===== src/rtl/i2c_target.sv =====
// 7-bit-addressed I2C target. Oversamples SCL/SDA on sys_clk, detects
// START/STOP, ACKs DEV_ADDR, hands written bytes to local logic and shifts
// out read bytes fetched via tx_req/tx_data. SCL is never driven.
module i2c_target #(
  parameter logic [6:0] DEV_ADDR    = 7'h50,
  parameter int         SYNC_STAGES = 2
) (
  input  logic       sys_clk,
  input  logic       rst,
  input  logic       scl_in,
  input  logic       sda_in,
  output logic       sda_oe,
  output logic [7:0] rx_data,
  output logic       rx_valid,
  input  logic [7:0] tx_data,
  output logic       tx_req,
  output logic       busy
);

  typedef enum logic [2:0] {
    S_IDLE, S_ADDR, S_ADDR_ACK, S_WR_DATA, S_WR_ACK, S_RD_DATA, S_RD_ACK
  } state_t;

  state_t                 r_state, w_state_nxt;
  logic [SYNC_STAGES-1:0] r_scl_sync, r_sda_sync;
  logic                   r_scl_p, r_sda_p;
  logic [3:0]             r_cnt, w_cnt_nxt;
  logic [7:0]             r_shift, w_shift_nxt;
  logic [7:0]             r_rx_data, w_rxd_nxt;
  logic                   r_rx_valid, w_rxv_nxt;
  logic                   r_sda_oe, w_oe_nxt;
  logic                   r_busy, w_busy_nxt;
  logic                   w_tx_req;

  logic w_scl_s, w_sda_s, w_scl_rise, w_scl_fall, w_start, w_stop, w_addr_hit;

  assign w_scl_s    = r_scl_sync[SYNC_STAGES-1];
  assign w_sda_s    = r_sda_sync[SYNC_STAGES-1];
  assign w_scl_rise = w_scl_s & ~r_scl_p;
  assign w_scl_fall = ~w_scl_s & r_scl_p;
  assign w_start    = w_scl_s & r_sda_p & ~w_sda_s;
  assign w_stop     = w_scl_s & ~r_sda_p & w_sda_s;
  assign w_addr_hit = (r_shift[7:1] == DEV_ADDR);

  // Input synchronizers plus one-cycle-delayed copies for edge detection;
  // reset to 1 so an idle bus produces no spurious edges.
  always_ff @(posedge sys_clk) begin
    if (!rst) begin
      r_scl_sync <= '1;
      r_sda_sync <= '1;
      r_scl_p    <= 1'b1;
      r_sda_p    <= 1'b1;
    end else begin
      r_scl_sync <= {r_scl_sync[SYNC_STAGES-2:0], scl_in};
      r_sda_sync <= {r_sda_sync[SYNC_STAGES-2:0], sda_in};
      r_scl_p    <= w_scl_s;
      r_sda_p    <= w_sda_s;
    end
  end

  // State register.
  always_ff @(posedge sys_clk) begin
    if (!rst) r_state <= S_IDLE;
    else      r_state <= w_state_nxt;
  end

  // Next-state logic; START/STOP override every bus-edge transition.
  always_comb begin
    w_state_nxt = r_state;
    if (w_stop)       w_state_nxt = S_IDLE;
    else if (w_start) w_state_nxt = S_ADDR;
    else begin
      case (r_state)
        S_ADDR:     if (w_scl_fall && r_cnt == 4'd8)
                      w_state_nxt = w_addr_hit ? S_ADDR_ACK : S_IDLE;
        S_ADDR_ACK: if (w_scl_fall) w_state_nxt = r_shift[0] ? S_RD_DATA : S_WR_DATA;
        S_WR_DATA:  if (w_scl_fall && r_cnt == 4'd8) w_state_nxt = S_WR_ACK;
        S_WR_ACK:   if (w_scl_fall) w_state_nxt = S_WR_DATA;
        S_RD_DATA:  if (w_scl_fall && r_cnt == 4'd8) w_state_nxt = S_RD_ACK;
        S_RD_ACK: begin
          if (w_scl_rise && w_sda_s) w_state_nxt = S_IDLE;   // master NACK
          else if (w_scl_fall)       w_state_nxt = S_RD_DATA; // master ACK
        end
        default: ;
      endcase
    end
  end

  // Output/datapath next values. SDA only changes on scl_fall so the line
  // is stable while SCL is high. In read states the shifter's MSB is the
  // bit currently on the bus; r_cnt counts bits already presented.
  always_comb begin
    w_oe_nxt    = r_sda_oe;
    w_busy_nxt  = r_busy;
    w_cnt_nxt   = r_cnt;
    w_shift_nxt = r_shift;
    w_rxd_nxt   = r_rx_data;
    w_rxv_nxt   = 1'b0;
    w_tx_req    = 1'b0;
    if (w_stop) begin
      w_oe_nxt   = 1'b0;
      w_busy_nxt = 1'b0;
      w_cnt_nxt  = 4'd0;
    end else if (w_start) begin
      w_oe_nxt  = 1'b0;
      w_cnt_nxt = 4'd0;
    end else begin
      case (r_state)
        S_ADDR, S_WR_DATA: begin
          if (w_scl_rise && r_cnt != 4'd8) begin
            w_shift_nxt = {r_shift[6:0], w_sda_s};
            w_cnt_nxt   = r_cnt + 4'd1;
          end
          if (w_scl_fall && r_cnt == 4'd8) begin
            if (r_state == S_ADDR) begin
              w_oe_nxt   = w_addr_hit;
              w_busy_nxt = w_addr_hit;
            end else begin
              w_oe_nxt  = 1'b1;
              w_rxd_nxt = r_shift;
              w_rxv_nxt = 1'b1;
            end
          end
        end
        S_ADDR_ACK: if (w_scl_fall) begin
          if (r_shift[0]) begin
            w_tx_req    = 1'b1;
            w_shift_nxt = tx_data;
            w_oe_nxt    = ~tx_data[7];
            w_cnt_nxt   = 4'd1;
          end else begin
            w_oe_nxt  = 1'b0;
            w_cnt_nxt = 4'd0;
          end
        end
        S_WR_ACK: if (w_scl_fall) begin
          w_oe_nxt  = 1'b0;
          w_cnt_nxt = 4'd0;
        end
        S_RD_DATA: if (w_scl_fall) begin
          if (r_cnt == 4'd8) w_oe_nxt = 1'b0;
          else begin
            w_oe_nxt    = ~r_shift[6];
            w_shift_nxt = {r_shift[6:0], 1'b0};
            w_cnt_nxt   = r_cnt + 4'd1;
          end
        end
        S_RD_ACK: begin
          if (w_scl_rise && w_sda_s) begin
            w_busy_nxt = 1'b0;
            w_oe_nxt   = 1'b0;
          end else if (w_scl_fall) begin
            w_tx_req    = 1'b1;
            w_shift_nxt = tx_data;
            w_oe_nxt    = ~tx_data[7];
            w_cnt_nxt   = 4'd1;
          end
        end
        default: w_oe_nxt = 1'b0;
      endcase
    end
  end

  // Datapath and registered outputs.
  always_ff @(posedge sys_clk) begin
    if (!rst) begin
      r_sda_oe   <= 1'b0;
      r_busy     <= 1'b0;
      r_cnt      <= 4'd0;
      r_shift    <= 8'h00;
      r_rx_data  <= 8'h00;
      r_rx_valid <= 1'b0;
    end else begin
      r_sda_oe   <= w_oe_nxt;
      r_busy     <= w_busy_nxt;
      r_cnt      <= w_cnt_nxt;
      r_shift    <= w_shift_nxt;
      r_rx_data  <= w_rxd_nxt;
      r_rx_valid <= w_rxv_nxt;
    end
  end

  assign sda_oe   = r_sda_oe;
  assign busy     = r_busy;
  assign rx_data  = r_rx_data;
  assign rx_valid = r_rx_valid;
  assign tx_req   = w_tx_req;

endmodule


===== config.mk =====
export PLATFORM = sky130hd
export DESIGN_NAME = i2c_target
export DESIGN_NICKNAME = d
export VERILOG_FILES = /design/src/rtl/i2c_target.sv
export SDC_FILE = /design/constraint.sdc
export NUM_CORES = 1
export LEC_CHECK = 0
export CORE_ASPECT_RATIO = 0.5
export CORE_UTILIZATION = 48
export CTS_CLUSTER_SIZE = 8
export DETAILED_ROUTE_END_ITERATION = 8
export PLACE_DENSITY = 0.82
export REMOVE_ABC_BUFFERS = 1
export SYNTH_ARGS = -nofsm -noshare
export SYNTH_HDL_FRONTEND = slang
export SYNTH_SLANG_ARGS = --single-unit

===== constraint.sdc =====
create_clock -name sys_clk -period 2.1 [get_ports sys_clk]
set_clock_uncertainty 0.1 [all_clocks]
set_input_delay 0.525 -clock sys_clk [delete_from_list [all_inputs] [get_ports sys_clk]]
set_output_delay 0.525 -clock sys_clk [all_outputs]
set_load 0.05 [all_outputs]

Figure 1. Congestion heat map (run 1).
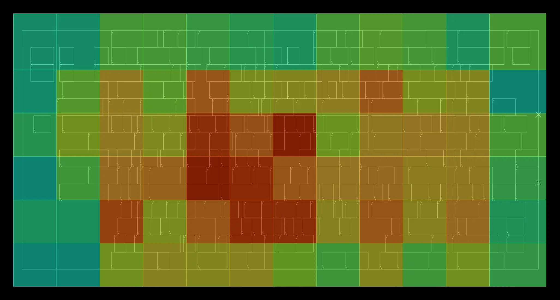
global routing met2 resource utilization: 0.407
wire length per cell after detailed routing: 14.7 um
most congested layer reported by global routing: met2
final core utilization: 0.680

Figure 2. Sizing map (run 1).
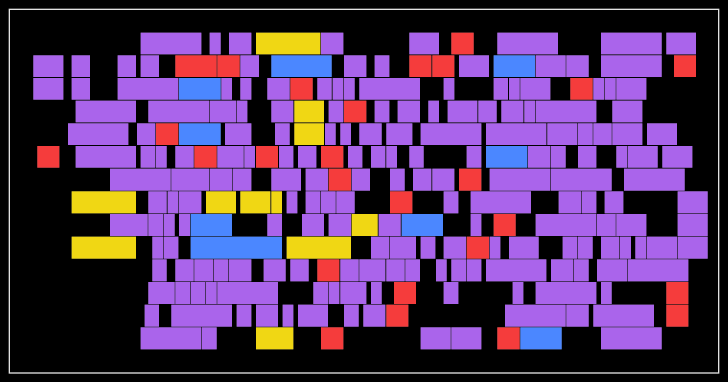
Key: purple = _0 and _1 cells [cells 187, share 80%, most used dfxtp_1]; yellow = _2 cells [cells 11, share 4.7%, most used dfxtp_2]; red = _3 and _4 cells [cells 26, share 11%, most used buf_4]; blue = _6 and larger [cells 9, share 3.9%, most used clkbuf_8]

Figure 3. M2 wires (run 1).
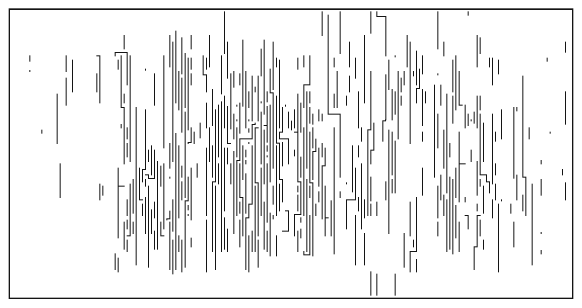
The layer holds 45% of the routed length. The layer carries 1,810 um of wire.

Figure 4. Signal wires on met1 (run 1).
Cells faint in the background.
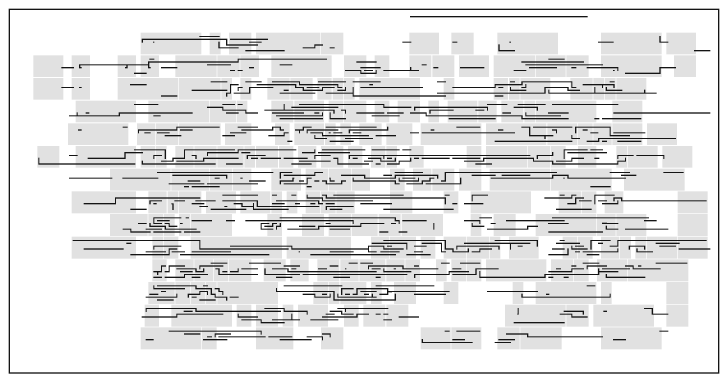
The layer holds 45% of the routed length. The wires run mostly horizontal. 220 nets have wire on it. The layer carries 1,820 um of wire.

==> run 1: registers in the layout, indices dropped and copies added (netlist names) <==
signal / flops
busy: 1
r_cnt: 4
r_scl_p: 1
r_scl_sync: 2
r_sda_p: 1
r_sda_sync: 2
r_shift: 8
r_state: 3
rx_data: 8
rx_valid: 1
sda_oe: 1
==> run 1: final cells by class <==
class | instances | area (um^2)
fill | 266 | 1000
multi-input combinational | 146 | 928
sequential | 32 | 646
timing repair buffer | 41 | 358
clock buffer | 7 | 96.3
tap | 40 | 50.0
clock inverter | 1 | 30.0
inverter | 6 | 22.5
==> run 1: layout by cell type (no fill, tap or decap), types with 2 or more instances in the layout <==
cell,instances
sky130_fd_sc_hd__o21ai_0,6
sky130_fd_sc_hd__o211ai_1,4
sky130_fd_sc_hd__o21ai_1,3
sky130_fd_sc_hd__o221ai_1,2
sky130_fd_sc_hd__nor2_1,16
sky130_fd_sc_hd__clkbuf_8,7
sky130_fd_sc_hd__o22ai_1,7
sky130_fd_sc_hd__nand3b_1,2
sky130_fd_sc_hd__o21a_1,8
sky130_fd_sc_hd__buf_4,25
sky130_fd_sc_hd__mux2i_1,8
sky130_fd_sc_hd__nor3_1,5
sky130_fd_sc_hd__inv_1,4
sky130_fd_sc_hd__nand4_1,2
sky130_fd_sc_hd__nand2b_1,9
sky130_fd_sc_hd__dfxtp_2,4
sky130_fd_sc_hd__ha_1,2
sky130_fd_sc_hd__nor3_2,3
sky130_fd_sc_hd__or2b_1,2
sky130_fd_sc_hd__dfxtp_1,28
sky130_fd_sc_hd__nor2b_1,4
sky130_fd_sc_hd__a21oi_1,22
sky130_fd_sc_hd__clkdlybuf4s50_1,15
sky130_fd_sc_hd__nand2_1,13
sky130_fd_sc_hd__a211oi_1,5
sky130_fd_sc_hd__nand3_1,3
==> results.txt, run 1 <==
flow finished, numbers: clock slew at the register clock pins of the worst setup and hold paths=roughly 70 ps, share of synthesized area spent on multiplexers=0.0485, data arrival time of the critical path=around 1400 ps, proportion of register bits with asynchronous set or reset after synthesis=0, antenna cells=0, pin count of the biggest net entering global routing=15, post_cts resized=2, Layout Cells excl Fill=273, class of the tightest hold or removal check=flop to flop, iteration-0 DRC count of the detailed router=about 90, startpoint of the most critical register-to-register path=r_cnt[0]$_SDFFE_PP0P_, net switching power of the design=approximately 260 uW, total DRC errors in the routed layout=2, standby leakage power=0.000837 uW, residual antenna-violating net count after detailed routing=0, mean cell area of the mapped netlist=roughly 8.4 um^2, Main area contributors=sky130_fd_sc_hd__dfxtp_1 39%, sky130_fd_sc_hd__a21oi_1 6.7%, sky130_fd_sc_hd__mux2i_1 4.9%, sky130_fd_sc_hd__nor2_1 3.6%, sky130_fd_sc_hd__o21a_1 3.6%, count of tool warnings=26, slack of the critical path=slightly below 60 ps, Placer Congestion=between 0.9 and 1, combinational share of power=0.056, share of total power consumed by net switching=0.198, Placed Cells incl. Taps=approximately 260, Max Buffers Root-to-Sink=2, iteration count of the initial detailed-routing pass=7, area inside the core boundary=around 3100 um^2, Detailed Place HPWL=between 2 and 3 mm, Placed Area=between 1500 and 2000 um^2, Dominant cell area share=0.388, Synthesis Warnings=0, simple-gate share of the synthesized area=0.237, violated checks=DRC, count of input and output buffers=23, most common flop cell mapped by yosys=sky130_fd_sc_hd__dfxtp_1, later-pin clock latency in the skew report=slightly below 300 ps, horizontal die dimension=between 80 and 90 um, met2 WL=1.81 mm, highest-power group=the clock network, power density over cell area=627 nW/um^2, worst slack at placement=roughly 80 ps, achievable frequency=roughly 490 MHz, slowest stage cell, crit path=sky130_fd_sc_hd__clkdlybuf4s50_1, detailed-routed wire length on met3=around 290 um, CP max FO=2, Worst slew margin=0.671, Vert. Die Dim=about 43 um, path type of the worst setup path=flop to output pin, critical path, cell by cell=clkdlybuf4s50_1, via total after detailed routing=about 1.6k, Setup-failing EPs final=0, maximum vdd drop=approximately 0.00038 V, initial antenna violation count=0, Post-Synthesis Cells=around 200, H-tree level count=2, max capacitance violation total=0, hold depth=1, Setup crit end kind=output pin, first element of the critical path=rx_data[7]$_SDFFE_PN0P_, post-CTS repair timing setup buffer count=0, most used standard cell by instance count after synthesis=sky130_fd_sc_hd__dfxtp_1, average via count per standard cell=approximately 6, RSZ-0062 raised after global routing=no, comb area leader=AND-OR/OR-AND gates, flops & latches, synth=32, worst hold start=r_scl_sync[0]$_SDFF_PN1_, FA/HA/MAJ Cells, Area Fraction=0.0152, time the worst path needs with I/O delays and setup=around 2000 ps, capture point of the worst reg-to-reg path=r_cnt[2]$_SDFFE_PP0P_, Startpoint Class=flop, fraction of final layout cells with drive strength greater than 1=0.197, summed standard-cell area reported by yosys=1650 um^2, TritonCTS clock tree=yes, sequential power share=0.464, ranking of synthesized cells by instance count=32 x sky130_fd_sc_hd__dfxtp_1, 22 x sky130_fd_sc_hd__a21oi_1, 16 x sky130_fd_sc_hd__nor2_1, Clk power=between 600 and 700 uW, number of flops mapped to enable cells by yosys=0, count of instantiated cells in the yosys netlist=about 200, uppermost routed layer=met4, layout overhead on the synthesized area=29.1%, Power Combinational=roughly 75 uW, compound-gate portion of the synthesized area=0.250, fraction of met1 tracks used by global routing=0.282, vias in the first global route=approximately 1.5k, Min Hold Slack=about 320 ps, final hold viol count=0, portion of the clock cycle consumed by the worst path in the final layout=0.972, total routed wire length on the met1 layer=1.82 mm, total global routing overflow=0, clock buffer count from CTS=5, combined global-route utilization of all metal layers=0.240, register area share after synthesis=0.388, Worst path max stage delay=approximately 800 ps, Worst-Margin Slew=slightly below 500 ps, internal power component=between 1000 and 1500 uW, library cell with the largest summed area after synthesis=sky130_fd_sc_hd__dfxtp_1, XORs/XNORs by Area=0.00531, floorplan-stage core utilization=0.526, Required @ worst endpoint=about 1500 ps, Nets=246, endpoint of the worst hold path=r_scl_sync[1]$_SDFF_PN1_, Setup crit end=rx_data[7], outcome=finished with violations, Final Power=around 1300 uW, total die size=about 3700 um^2, I/O pin count=24, wire length reported by the detailed router=roughly 4 mm, buffering stage count on the worst path with inverters included=1, Layout Cell Area excl Fill=2130 um^2, routing usage on met3=0.0705, buffer cell driving the clock tree root=sky130_fd_sc_hd__clkbuf_8, register-to-register setup slack=90 ps, Clock Power Share=0.480, category of cells accounting for the largest share of critical-path delay=buffers and inverters, CTS hold repair buffers=0, row count=14, netlist area before placement=1650 um^2, R2R depth=7, global-route wire length before repair=approximately 6.7 mm, CTS sink cnt=32, distinct cell type count after synthesis=~46, final-report max-slew violation count=0, total negative slack=0 ps, logic depth of the worst path, buffers included=1, total sequential power=~620 uW
Figure 5. Wiring heat map (run 1).
Bar = 20 um. The die is cut into 17 by 9 equal tiles; dark blue is low, red is high, scaled to the fullest tile. Values are wire area over tile area, all layers added.
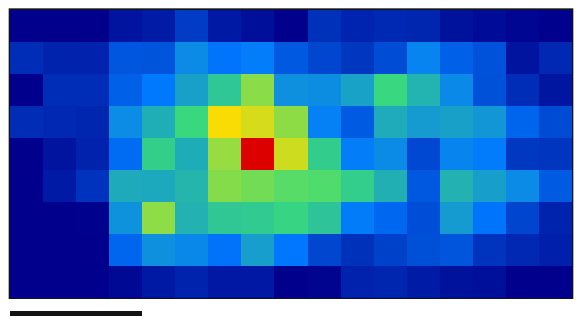

--- run 2 (diff from run 1) ---
- GPL_ROUTABILITY_DRIVEN: default -> 0
Figure 6. Wiring heat map (run 2).
Bar = 20 um. The die is cut into 17 by 9 equal tiles; dark blue is low, red is high, scaled to the fullest tile. Values are wire area over tile area, all layers added.
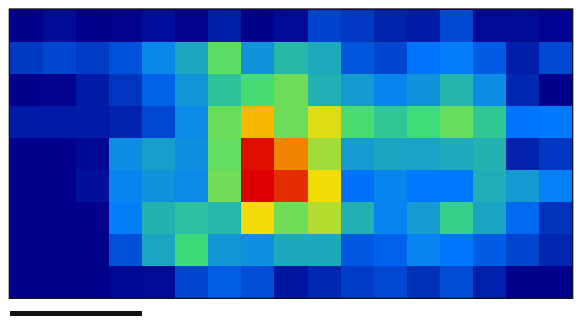
The fullest tile reaches 0.71. The emptiest ninth of the die: top left. The mean over all tiles is 0.18. 17% of the tiles are nearly empty. The densest ninth of the die: middle.

Figure 7. Congestion heat map (run 2).
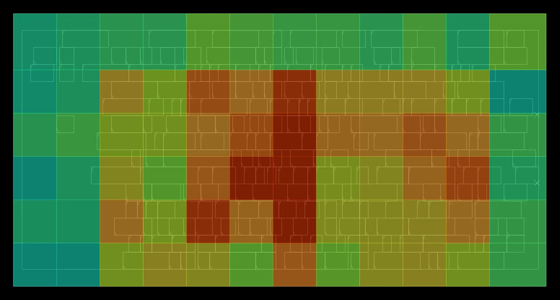
wire length per cell after detailed routing: 14.9 um
routing usage on met3: 0.0724
combined global-route utilization of all metal layers: 0.240
fraction of met1 tracks used by global routing: 0.306

==> results.txt, run 2 <==
flow finished, numbers: iteration count of the initial detailed-routing pass=6 (-1), Nets=245 (-0.41%), sequential power share=0.465 (about the same), total die size=3690 um^2 (unchanged), combinational gates=146 (unchanged), wire length reported by the detailed router=4.05 mm (+1.2%), Non-Clock Buffer Count=40 (-2.4%), total of fill cells in the finished design=253 (-4.9%), capture point of the worst reg-to-reg path=r_shift[1]$_SDFFE_PN0P_, worst hold start=r_sda_sync[0]$_SDFF_PN1_, Worst slew margin=0.671 (about the same), Layout Cells excl Fill=272 (-0.37%), maximum vdd drop=0.000334 V (-12%), number of flops mapped to enable cells by yosys=0 (unchanged), fraction of cell area in non-clock buffers=0.165 (-0.00304), Setup-failing EPs final=0 (unchanged), Worst path max stage delay=390 ps (-410 ps), top library cells by usage in the layout, fill and taps aside=29 x sky130_fd_sc_hd__dfxtp_1, 24 x sky130_fd_sc_hd__buf_4, 21 x sky130_fd_sc_hd__a21oi_1, Startpoint Class=flop, data arrival time of the critical path=1420 ps (about the same), Vert. Die Dim=43.5 um (unchanged), Commonest Layout Cell=sky130_fd_sc_hd__dfxtp_1, layout overhead on the synthesized area=28.7%, time the worst path needs with I/O delays and setup=2040 ps (+0.930 ps), count of instantiated cells in the yosys netlist=197 (unchanged), total area of multi-input combinational cells=931 um^2 (+0.27%), most common flop cell mapped by yosys=sky130_fd_sc_hd__dfxtp_1, later-pin clock latency in the skew report=280 ps (about the same), count of tool warnings=26 (unchanged), area inside the core boundary=3140 um^2 (unchanged), Synthesis Warnings=0 (unchanged), achievable frequency=490 MHz (about the same), Non-CTS inverters=6 (unchanged), Detailed Place HPWL=2.91 mm (+3.5%), total global routing overflow=0 (unchanged), proportion of register bits with asynchronous set or reset after synthesis=0 (unchanged), internal power component=1070 uW (about the same), library cell with the largest summed area after synthesis=sky130_fd_sc_hd__dfxtp_1, Post-Synthesis Cells=197 (unchanged), residual antenna-violating net count after detailed routing=0 (unchanged), R2R depth=6 (-1), final-report max-slew violation count=0 (unchanged), CP max FO=14 (+12), initial antenna violation count=0 (unchanged), Worst-Margin Slew=492 ps (-0.917 ps), Placed Area=1970 um^2 (-0.38%), Dominant cell area share=0.388 (unchanged), ranking of synthesized cells by instance count=32 x sky130_fd_sc_hd__dfxtp_1, 22 x sky130_fd_sc_hd__a21oi_1, 16 x sky130_fd_sc_hd__nor2_1, combinational share of power=0.056 (about the same), clock slew at the register clock pins of the worst setup and hold paths=60 ps (about the same), violated checks=DRC, average via count per standard cell=5.82 (-0.95%), iteration-0 DRC count of the detailed router=105 (+17%), Required @ worst endpoint=1470 ps (about the same), final hold viol count=0 (unchanged), CTS hold repair buffers=0 (unchanged), horizontal die dimension=84.9 um (unchanged), clock network area share=0.0595 (+0.000174), critical path, cell by cell=and2b_1, o21ai_1, nor3_2, buf_12, proportion of cell area occupied by registers=0.303 (about the same), Clock Power Share=0.479 (about the same), I/O pin count=24 (unchanged), mean cell area of the mapped netlist=8.38 um^2 (unchanged), row count=14 (unchanged), via total after detailed routing=1,584 (-1.3%), flops & latches, synth=32 (unchanged), H-tree level count=2 (unchanged), power density over cell area=628 nW/um^2 (+0.21%), distinct cell type count after synthesis=46 (unchanged), register area share after synthesis=0.388 (unchanged), final core utilization=0.678 (-0.00199), CTS sink cnt=32 (unchanged), total sequential power=621 uW (about the same), TritonCTS clock tree=yes, total DRC errors in the routed layout=2 (unchanged), summed standard-cell area reported by yosys=1650 um^2 (unchanged), Max Buffers Root-to-Sink=2 (unchanged), register-to-register setup slack=140 ps (+50 ps), most used standard cell by instance count after synthesis=sky130_fd_sc_hd__dfxtp_1, post_cts resized=2 (unchanged), Main area contributors=sky130_fd_sc_hd__dfxtp_1 39%, sky130_fd_sc_hd__a21oi_1 6.7%, sky130_fd_sc_hd__mux2i_1 4.9%, sky130_fd_sc_hd__nor2_1 3.6%, sky130_fd_sc_hd__o21a_1 3.6%, max capacitance violation total=0 (unchanged), post-CTS repair timing setup buffer count=0 (unchanged), net switching power of the design=263 uW (-0.44%), netlist area before placement=1650 um^2 (unchanged), share of total power consumed by net switching=0.197 (-0.000716), RSZ-0062 raised after global routing=no, class of the tightest hold or removal check=flop to flop, Clk power=639 uW (about the same), Layout Cell Area excl Fill=2120 um^2 (-0.29%), path type of the worst setup path=flop to output pin, Placed Cells incl. Taps=263 (-0.38%), Sequential Area=644 um^2 (-0.19%), hold depth=1 (unchanged), antenna cells=0 (unchanged), count of input and output buffers=23 (unchanged), buffer cell driving the clock tree root=sky130_fd_sc_hd__clkbuf_8, tally of clock buffers in the finished layout=7 (unchanged), outcome=finished with violations, pin count of the biggest net entering global routing=15 (unchanged), slowest stage cell, crit path=sky130_fd_sc_hd__dfxtp_2, Setup crit end kind=output pin, endpoint of the worst hold path=r_sda_sync[1]$_SDFF_PN1_, clock buffer count from CTS=5 (unchanged), Comb/total area=0.438 (+0.00246), Power Combinational=75.1 uW (about the same), sequential cells=32 (unchanged), global-route wire length before repair=6.81 mm (+1.7%), highest-power group=the clock network, vias in the first global route=1,477 (-0.74%), Top class by area=combinational gates, standby leakage power=0.000833 uW (-0.54%), fraction of final layout cells with drive strength greater than 1=0.194 (-0.00346), floorplan-stage core utilization=0.526 (unchanged), portion of the clock cycle consumed by the worst path in the final layout=0.972 (about the same), startpoint of the most critical register-to-register path=r_state[1]$_SDFFE_PP0P_, tapcells inserted=40 (unchanged)
Figure 8. M2 wires (run 2).
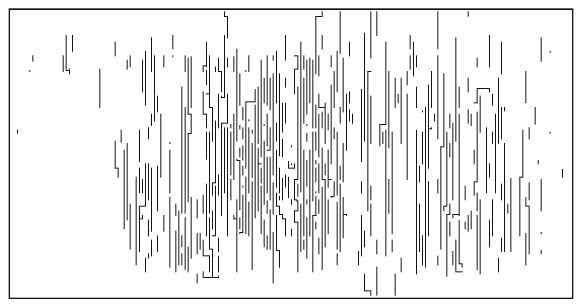
The layer holds 46% of the routed length. The wires run mostly vertical. The longest straight run is 24.1 um. 201 nets have wire on it. The layer carries 1,880 um of wire.

==> run 2: per-layer routing <==
layer,global-route usage,up-vias,wire length [um]
met5,0,-,0
met4,0.0712,0,45
met3,0.0724,9,260
met2,0.403,62,1880
met1,0.306,731,1860
li1,-,782,-
==> run 2: worst max-delay path by stage <==
| stage | depth (start not counted) | end | startpoint |
|---|---|---|---|
| floorplan | 3 | tx_req | r_state[1]$_SDFFE_PP0P_ |
| global placement | 7 | r_shift[1]$_SDFFE_PN0P_ | r_cnt[0]$_SDFFE_PP0P_ |
| detailed placement | 7 | r_shift[1]$_SDFFE_PN0P_ | r_cnt[0]$_SDFFE_PP0P_ |
| CTS | 1 | rx_data[7] | rx_data[7]$_SDFFE_PN0P_ |
| global route | 4 | tx_req | r_state[0]$_SDFFE_PP0P_ |
| finish | 4 | tx_req | r_state[0]$_SDFFE_PP0P_ |
==> run 2: worst max-delay path, delay by kind of cell (launching register included) <==
kind | cells | cell delay, ps
and+or+nand+nor | 2 | 480
DFF | 1 | 390
buffers and inverters | 1 | 170
AOI/OAI and AO/OA | 1 | 90
==> run 2: logic make-up (layout without fill, tap and decap cells) <==
kind of cell,Yosys count,count (layout),synth area share
AND/OR/NAND/NOR,70,70,0.237
AND-OR/OR-AND,65,65,0.250
flip-flops,32,32,0.388
buffers and inverters,19,54,0.0561
multiplexers,8,8,0.0485
adder cells (fa/ha/maj),2,2,0.0152
XOR/XNOR,1,1,0.00531
==> run 2: per-stage QoR <==
stage | power [uW] | setup slack, ps | TNS (ps) | hold WS (ps)
after global routing | 1370 | 12.8 | 0 | 335
after detailed placement | 707 | 91.7 | 0 | 300
after global placement | 705 | 204 | 0 | 287
after floorplan | 666 | -768 | -768 | 286
final | 1330 | 58.6 | 0 | 312
after CTS | 1340 | 46.4 | 0 | 317
--- run 3 (diff from run 2) ---
- CAP_MARGIN: default -> 20
Figure 9. Wiring heat map (run 3).
Bar = 20 um. The die is cut into 17 by 9 equal tiles; dark blue is low, red is high, scaled to the fullest tile. Values are wire area over tile area, all layers added.
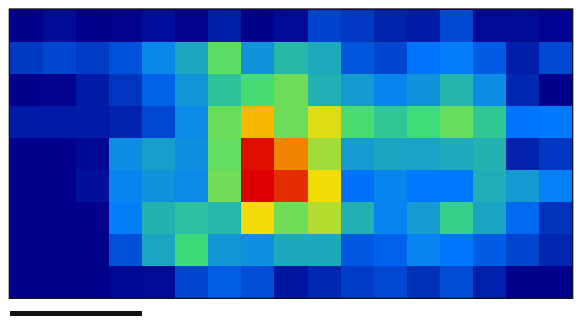
via total after detailed routing: 1,584
wire length reported by the detailed router: 4.05 mm

Figure 10. M2 wires (run 3).
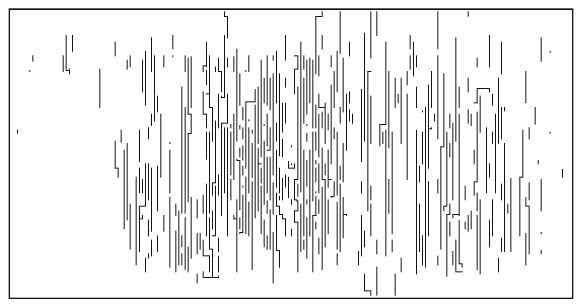
The layer carries 1,880 um of wire. 201 nets have wire on it.

Figure 11. Signal wires on met1 (run 3).
Cells faint in the background.
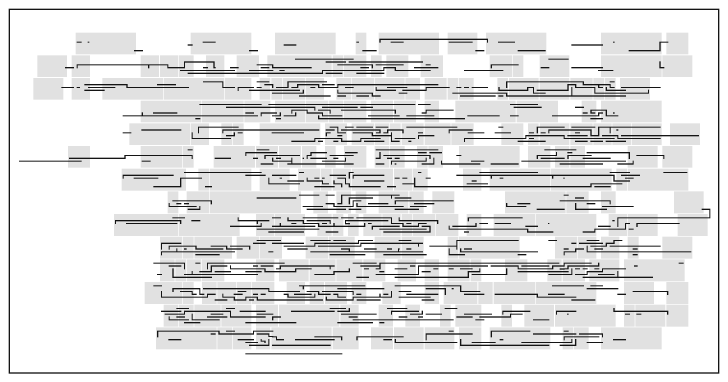
The longest straight run is 21.4 um. The layer carries 1,860 um of wire. The wires run mostly horizontal. The layer holds 46% of the routed length.

==> results.txt, run 3 <==
flow finished, numbers: Vert. Die Dim=43.5 um (unchanged), Post-Synthesis Cells=197 (unchanged), Startpoint Class=flop, vias in the first global route=1,477 (unchanged), startpoint of the most critical register-to-register path=r_state[1]$_SDFFE_PP0P_, mean cell area of the mapped netlist=8.38 um^2 (unchanged), Layout Cells excl Fill=272 (unchanged), first element of the critical path=r_state[0]$_SDFFE_PP0P_, category of cells accounting for the largest share of critical-path delay=simple AND/OR/NAND/NOR gates, logic depth of the worst path, buffers included=4 (unchanged), later-pin clock latency in the skew report=280 ps (about the same), Worst path max stage delay=390 ps (about the same), final core utilization=0.678 (unchanged), register area share after synthesis=0.388 (unchanged), global-route wire length before repair=6.81 mm (unchanged), uppermost routed layer=met4, Worst-Margin Slew=492 ps (unchanged), iteration-0 DRC count of the detailed router=105 (unchanged), initial antenna violation count=0 (unchanged), total DRC errors in the routed layout=2 (unchanged), total negative slack=0 ps (unchanged), class of the tightest hold or removal check=flop to flop, most common flop cell mapped by yosys=sky130_fd_sc_hd__dfxtp_1, row count=14 (unchanged), ranking of synthesized cells by instance count=32 x sky130_fd_sc_hd__dfxtp_1, 22 x sky130_fd_sc_hd__a21oi_1, 16 x sky130_fd_sc_hd__nor2_1, met2 WL=1.88 mm (unchanged), Main area contributors=sky130_fd_sc_hd__dfxtp_1 39%, sky130_fd_sc_hd__a21oi_1 6.7%, sky130_fd_sc_hd__mux2i_1 4.9%, sky130_fd_sc_hd__nor2_1 3.6%, sky130_fd_sc_hd__o21a_1 3.6%, slack of the critical path=58.6 ps (unchanged), CTS sink cnt=32 (unchanged), total die size=3690 um^2 (unchanged), TritonCTS clock tree=yes, final hold viol count=0 (unchanged), iteration count of the initial detailed-routing pass=6 (unchanged), Placed Area=1970 um^2 (unchanged), top library cells by usage in the layout, fill and taps aside=29 x sky130_fd_sc_hd__dfxtp_1, 24 x sky130_fd_sc_hd__buf_4, 21 x sky130_fd_sc_hd__a21oi_1, Nets=245 (unchanged), portion of the clock cycle consumed by the worst path in the final layout=0.972 (unchanged), critical path, cell by cell=and2b_1, o21ai_1, nor3_2, buf_12, Layout Cell Area excl Fill=2120 um^2 (unchanged), detailed-routed wire length on met3=260 um (unchanged), global routing met2 resource utilization=0.403 (unchanged), most congested layer reported by global routing=met2, layout overhead on the synthesized area=28.7% (unchanged), max capacitance violation total=0 (unchanged), slowest stage cell, crit path=sky130_fd_sc_hd__dfxtp_2, antenna cells=0 (unchanged), standby leakage power=0.000833 uW (unchanged), Commonest Layout Cell=sky130_fd_sc_hd__dfxtp_1, capture point of the worst reg-to-reg path=r_shift[1]$_SDFFE_PN0P_, average via count per standard cell=5.82 (unchanged), time the worst path needs with I/O delays and setup=2040 ps (unchanged), total routed wire length on the met1 layer=1.86 mm (unchanged), worst slack at placement=91.7 ps (unchanged), combined global-route utilization of all metal layers=0.240 (unchanged), pin count of the biggest net entering global routing=15 (unchanged), residual antenna-violating net count after detailed routing=0 (unchanged), wire length per cell after detailed routing=14.9 um (unchanged), routing usage on met3=0.0724 (unchanged), Final Power=1330 uW (unchanged), Worst slew margin=0.671 (unchanged), count of input and output buffers=23 (unchanged), path type of the worst setup path=flop to output pin, proportion of register bits with asynchronous set or reset after synthesis=0 (unchanged), distinct cell type count after synthesis=46 (unchanged), outcome=finished with violations, I/O pin count=24 (unchanged), H-tree level count=2 (unchanged), final-report max-slew violation count=0 (unchanged), power density over cell area=628 nW/um^2 (unchanged), Required @ worst endpoint=1470 ps (about the same), summed standard-cell area reported by yosys=1650 um^2 (unchanged), flops & latches, synth=32 (unchanged), Setup crit end kind=output pin, maximum vdd drop=0.000334 V (unchanged), CTS hold repair buffers=0 (unchanged), Setup-failing EPs final=0 (unchanged), Placed Cells incl. Taps=263 (unchanged), Dominant cell area share=0.388 (unchanged), number of flops mapped to enable cells by yosys=0 (unchanged), clock slew at the register clock pins of the worst setup and hold paths=60 ps (about the same), most used standard cell by instance count after synthesis=sky130_fd_sc_hd__dfxtp_1, violated checks=DRC, R2R depth=6 (unchanged), buffering stage count on the worst path with inverters included=1 (unchanged), library cell with the largest summed area after synthesis=sky130_fd_sc_hd__dfxtp_1, Setup crit end=tx_req, Max Buffers Root-to-Sink=2 (unchanged), area inside the core boundary=3140 um^2 (unchanged), Synthesis Warnings=0 (unchanged), Min Hold Slack=312 ps (unchanged), total global routing overflow=0 (unchanged)
-- run 3: cell counts after synthesis --
Identical to the previous run, type by type.
-- run 3: final cells by class --
type / instances / area, um^2
inverters: 6 / 22.5
clock buffers: 7 / 96.3
multi-input cells: 146 / 931
fillers: 253 / 1010
flip-flops and latches: 32 / 644
repair buffers: 40 / 350
clock inverters: 1 / 30.0
well taps: 40 / 50.0
-- run 3: cell families (layout without fill, tap and decap cells) --
family / after synthesis / count (layout) / synth area share
AOI/OAI and AO/OA: 65 / 65 / 0.250
and+or+nand+nor: 70 / 70 / 0.237
xor gates and xnor gates: 1 / 1 / 0.00531
muxes: 8 / 8 / 0.0485
buffers and inverters: 19 / 54 / 0.0561
adders and majority gates: 2 / 2 / 0.0152
DFF: 32 / 32 / 0.388
-- run 3: repair_timing --
item | CTS | global route
resized | 2 | 5
pin swaps | 0 | 3
setup buffers | 0 | 1
setup endpoints to repair | 1 | 2
-- run 3: worst min path at each step --
stage | start | to | slack, ps | cells after the start
2_1_floorplan | r_scl_sync[0]$_SDFF_PN1_ | r_scl_sync[1]$_SDFF_PN1_ | 290 | 1
3_3_place_gp | r_sda_sync[0]$_SDFF_PN1_ | r_sda_sync[1]$_SDFF_PN1_ | 290 | 1
3_5_place_dp | r_scl_sync[0]$_SDFF_PN1_ | r_scl_sync[1]$_SDFF_PN1_ | 300 | 1
4_1_cts | r_sda_sync[0]$_SDFF_PN1_ | r_sda_sync[1]$_SDFF_PN1_ | 320 | 1
5_1_grt | r_sda_sync[0]$_SDFF_PN1_ | r_sda_sync[1]$_SDFF_PN1_ | 340 | 1
6_report | r_sda_sync[0]$_SDFF_PN1_ | r_sda_sync[1]$_SDFF_PN1_ | 310 | 1
-- run 3: report_power, final --
group	switching (uW)	internal (uW)
sequential	7.21	613
clock	221	418
combinational	35.1	40.0
Power and IR drop assume default switching activity.
